<file path="src/rtl/conv_relu_pool.sv">
// conv_relu_pool: strips row-wrap samples from the conv raster stream,
// applies optional ReLU and 2x2 stride-2 max pooling into a result BRAM.
module conv_relu_pool #(
   parameter int N          = 16,
   parameter int DATA_WIDTH = 16,
   parameter int K_SIZE     = 3,
   parameter int RELU_EN    = 1,
   localparam int OW = N - K_SIZE + 1,
   localparam int PW = OW / 2,
   localparam int AW = (PW * PW > 1) ? $clog2(PW * PW) : 1
) (
   input  logic                         clk,
   input  logic                         rst,
   input  logic signed [DATA_WIDTH-1:0] data_i,
   input  logic                         valid_i,
   output logic signed [DATA_WIDTH-1:0] pool_o,
   output logic                         pool_valid_o,
   output logic [AW-1:0]                pool_addr_o,
   output logic                         done_o,
   output logic                         busy_o
);

   localparam int CW  = $clog2(N);
   localparam int PIW = (PW > 1) ? $clog2(PW) : 1;

   localparam logic [CW-1:0] COL_LAST  = CW'(N - 1);
   localparam logic [CW-1:0] OUT_LAST  = CW'(OW - 1);
   localparam logic [CW-1:0] POOL_SPAN = CW'(2 * PW);
   localparam logic [AW-1:0] ADDR_LAST = AW'(PW * PW - 1);

   typedef enum logic {IDLE, RUN} state_t;

   state_t                  state;
   logic [CW-1:0]           col_cnt;
   logic [CW-1:0]           row_cnt;
   logic [AW-1:0]           addr_cnt;
   logic signed [DATA_WIDTH-1:0] h_reg;
   logic signed [DATA_WIDTH-1:0] line_buf [PW];

   logic signed [DATA_WIDTH-1:0] x_relu;
   logic signed [DATA_WIDTH-1:0] hmax;
   logic signed [DATA_WIDTH-1:0] lb_rd;
   logic signed [DATA_WIDTH-1:0] vmax;
   logic [PIW-1:0]          hidx;
   logic                    keep;
   logic                    last;

   assign busy_o = (state == RUN);

   always_comb begin
      x_relu = data_i;
      if (RELU_EN != 0 && data_i < 0)
         x_relu = '0;
      hmax  = (x_relu > h_reg) ? x_relu : h_reg;
      hidx  = PIW'(col_cnt >> 1);
      lb_rd = line_buf[hidx];
      vmax  = (hmax > lb_rd) ? hmax : lb_rd;
      // Row-wrap columns and an odd trailing row/col fall outside the span
      keep  = (col_cnt < POOL_SPAN) && (row_cnt < POOL_SPAN);
      last  = (row_cnt == OUT_LAST) && (col_cnt == OUT_LAST);
   end

   always_ff @(posedge clk) begin
      if (rst) begin
         state        <= IDLE;
         col_cnt      <= '0;
         row_cnt      <= '0;
         addr_cnt     <= '0;
         h_reg        <= '0;
         pool_o       <= '0;
         pool_valid_o <= 1'b0;
         pool_addr_o  <= '0;
         done_o       <= 1'b0;
      end else begin
         pool_valid_o <= 1'b0;
         done_o       <= 1'b0;
         if (valid_i) begin
            state <= last ? IDLE : RUN;
            if (last) begin
               col_cnt <= '0;
               row_cnt <= '0;
            end else if (col_cnt == COL_LAST) begin
               col_cnt <= '0;
               row_cnt <= row_cnt + 1'b1;
            end else begin
               col_cnt <= col_cnt + 1'b1;
            end
            if (keep) begin
               if (!col_cnt[0]) begin
                  h_reg <= x_relu;
               end else if (row_cnt[0]) begin
                  pool_o       <= vmax;
                  pool_valid_o <= 1'b1;
                  pool_addr_o  <= addr_cnt;
                  if (addr_cnt == ADDR_LAST) begin
                     done_o   <= 1'b1;
                     addr_cnt <= '0;
                  end else begin
                     addr_cnt <= addr_cnt + 1'b1;
                  end
               end
            end
         end
      end
   end

   // Even pooled rows park their horizontal max until the odd row arrives
   always_ff @(posedge clk) begin
      if (valid_i && keep && col_cnt[0] && !row_cnt[0])
         line_buf[hidx] <= hmax;
   end

endmodule
</file>
<file path="config.mk">
export PLATFORM = sky130hd
export DESIGN_NAME = conv_relu_pool
export DESIGN_NICKNAME = d
export VERILOG_FILES = /design/src/rtl/conv_relu_pool.sv
export SDC_FILE = /design/constraint.sdc
export NUM_CORES = 1
export LEC_CHECK = 0
export CAP_MARGIN = 10
export CORE_ASPECT_RATIO = 0.8
export CORE_MARGIN = 2
export CORE_UTILIZATION = 60
export DETAILED_ROUTE_END_ITERATION = 6
export PLACE_DENSITY = 0.8
export SKIP_CTS_REPAIR_TIMING = 1
export SYNTH_ARGS = -nofsm -noshare
export SYNTH_HDL_FRONTEND = slang
export SYNTH_SLANG_ARGS = --single-unit
</file>
<file path="constraint.sdc">
create_clock -name clk -period 6.35 [get_ports clk]
set_input_delay 1.27 -clock clk [delete_from_list [all_inputs] [get_ports clk]]
set_output_delay 1.27 -clock clk [all_outputs]
set_load 0.05 [all_outputs]
</file>
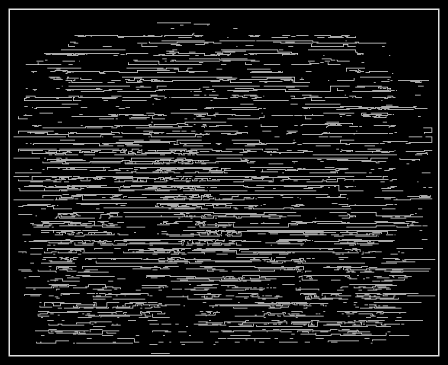
Figure 1: the metal 1 layer.
nets with wire on the layer: 681
share of all routed wire: 44%
main direction: horizontal
wire length on this layer: 7820 um
Routed WL: 17.67 mm
M1 GR Usage: 0.3917

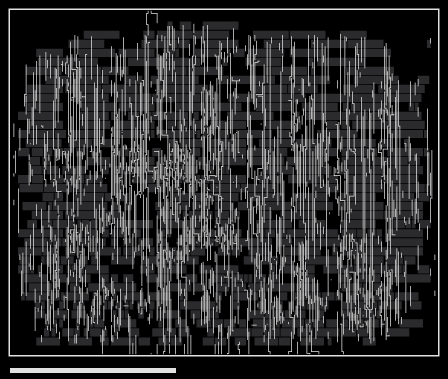
Figure 2: met2 routing.
The bar under the picture is 50 um long. Cells faint in the background.
nets with wire on the layer: 616
longest straight run: 49.0 um
share of all routed wire: 47%
main direction: vertical
wire length on this layer: 8220 um
M2 GR Usage: 0.4089
vias: 5084

==> CHANGELOG.md <==
### Metrics

- Status: finished clean
- Crit Path Category: input pin to flop
- MUX area fraction: 0.1289
- Die area: 0.01342 mm^2
- Worst VDD drop: 227.5 uV
- Io pins: 44
- Synth cell types: 47
- Core region area: 0.01221 mm^2
- Seq/Total Area, Yosys: 0.5696
- Antenna viol nets, final: 0
- RSZ-0062 raised after global routing: false
- Share of cells above drive strength 1: 0.1452
- Largest net degree at the start of global routing: 47
- Clock Skew: 0.01061 ns
- Port bufs: about 42
- Initial core utilization: 0.6147
- Yosys reg bits: 161
- Top cells by area: edfxtp_1, dfxtp_1, mux2i_1
- Final TNS setup: 0 ns
- WP buf/inv: 3
- Area of placed instances: about 0.0082 mm^2
- Slew @ Worst Pin: 1.185 ns
- Clock sink count: 161
- Fin. Hold Viols: 0
- Area fraction in compound gates: 0.07487
[power by group through the flow]
stage	Combinational (uW)	Clock, uW	Sequential (uW)
final	305	1010	1160
after global routing	326	1060	1160
after CTS	298	1020	1160
after detailed placement	295	0	1180
after global placement	285	0	1180
after floorplan	209	0	1170
[worst reg2reg max path, cell delays in order (launching register included)]
cell      delay, ns
dfxtp_1        0.35
nand2b_1       0.16
maj3_1         0.38
maj3_1         0.35
o311ai_0       0.42
o211a_1        0.35
buf_4          0.27
mux2_2         0.45
ha_1           0.33
nand2_1        0.07
o21ai_0        0.16
a211oi_1       0.11
a21oi_1        0.29
nor3_1         0.09
mux2_4         0.28
or3_1          0.40
buf_4          0.20
o211ai_1       0.24
[layout make-up]
| cell class | count | area [um^2] | share of cell area |
|---|---|---|---|
| Sequential cell | 161 | 4275 | 0.4887 |
| Clock inverter | 15 | 158.9 | 0.01816 |
| Tap cell | 171 | 214.0 | 0.02446 |
| Clock buffer | 17 | 425.4 | 0.04863 |
| Inverter | 23 | 86.33 | 0.009868 |
| Timing Repair Buffer | 65 | 593.1 | 0.06779 |
| Multi-Input combinational cell | 401 | 2995 | 0.3424 |
[worst paths after layout]
| kind | from | slack [ns] | end | cells after the start |
|---|---|---|---|---|
| setup reg to reg | h_reg[2] | 1.37 | pool_o[5] | 17 |
| hold reg to reg | pool_addr_o[0] | 0.45 | pool_addr_o[0] | 2 |
| setup / recovery | data_i[15] | 0.24 | pool_o[5] | 20 |
| hold / removal | pool_addr_o[0] | 0.45 | pool_addr_o[0] | 2 |
[stage by stage]
step / hold WS [ns] / utilization / power, uW / cells / setup slack [ns]
floorplan: 0.4569 / - / 1381 / 622 / 0.4163
global placement: 0.4431 / 0.6688 / 1466 / 821 / 0.08094
detailed placement: 0.4486 / 0.6688 / 1476 / 821 / -0.08634
CTS: 0.4576 / 0.7167 / 2476 / 853 / 0.2921
global route: 0.4917 / 0.7167 / 2548 / 853 / 0.01368
finish: 0.4536 / 0.7167 / 2474 / 853 / 0.2404
[cell usage in the layout, fill, tap and decap left out, types with 3 or more instances in the layout]
| cell | instances |
|---|---|
| or2_2 | 3 |
| nand4_1 | 7 |
| nand2b_1 | 10 |
| mux2_2 | 15 |
| nor2_1 | 55 |
| o31ai_1 | 13 |
| inv_6 | 4 |
| inv_1 | 23 |
| nand3_1 | 12 |
| buf_4 | 23 |
| nand3b_1 | 15 |
| clkinv_2 | 3 |
| clkbuf_16 | 17 |
| a21oi_1 | 21 |
| mux2i_1 | 43 |
| maj3_1 | 3 |
| nor2b_1 | 14 |
| a21o_1 | 4 |
| o211ai_1 | 15 |
| edfxtp_1 | 105 |
| or3_1 | 4 |
| nand2_1 | 54 |
| nor2_2 | 5 |
| clkinv_4 | 3 |
| o21ai_0 | 17 |
| xnor2_1 | 4 |
| mux4_2 | 15 |
| clkdlybuf4s50_1 | 42 |
| clkinvlp_4 | 3 |
| nor3_1 | 8 |
| dfxtp_1 | 55 |
| xor2_1 | 8 |
| ha_1 | 30 |
[per-layer routing]
layer / vias up / wire (um)
met5: - / 0
met4: 0 / 380
met3: 26 / 1256
met2: 208 / 8215
met1: 2486 / 7816
li1: 2364 / -
Power figures rest on the tool's default switching activity, not on a simulated workload.
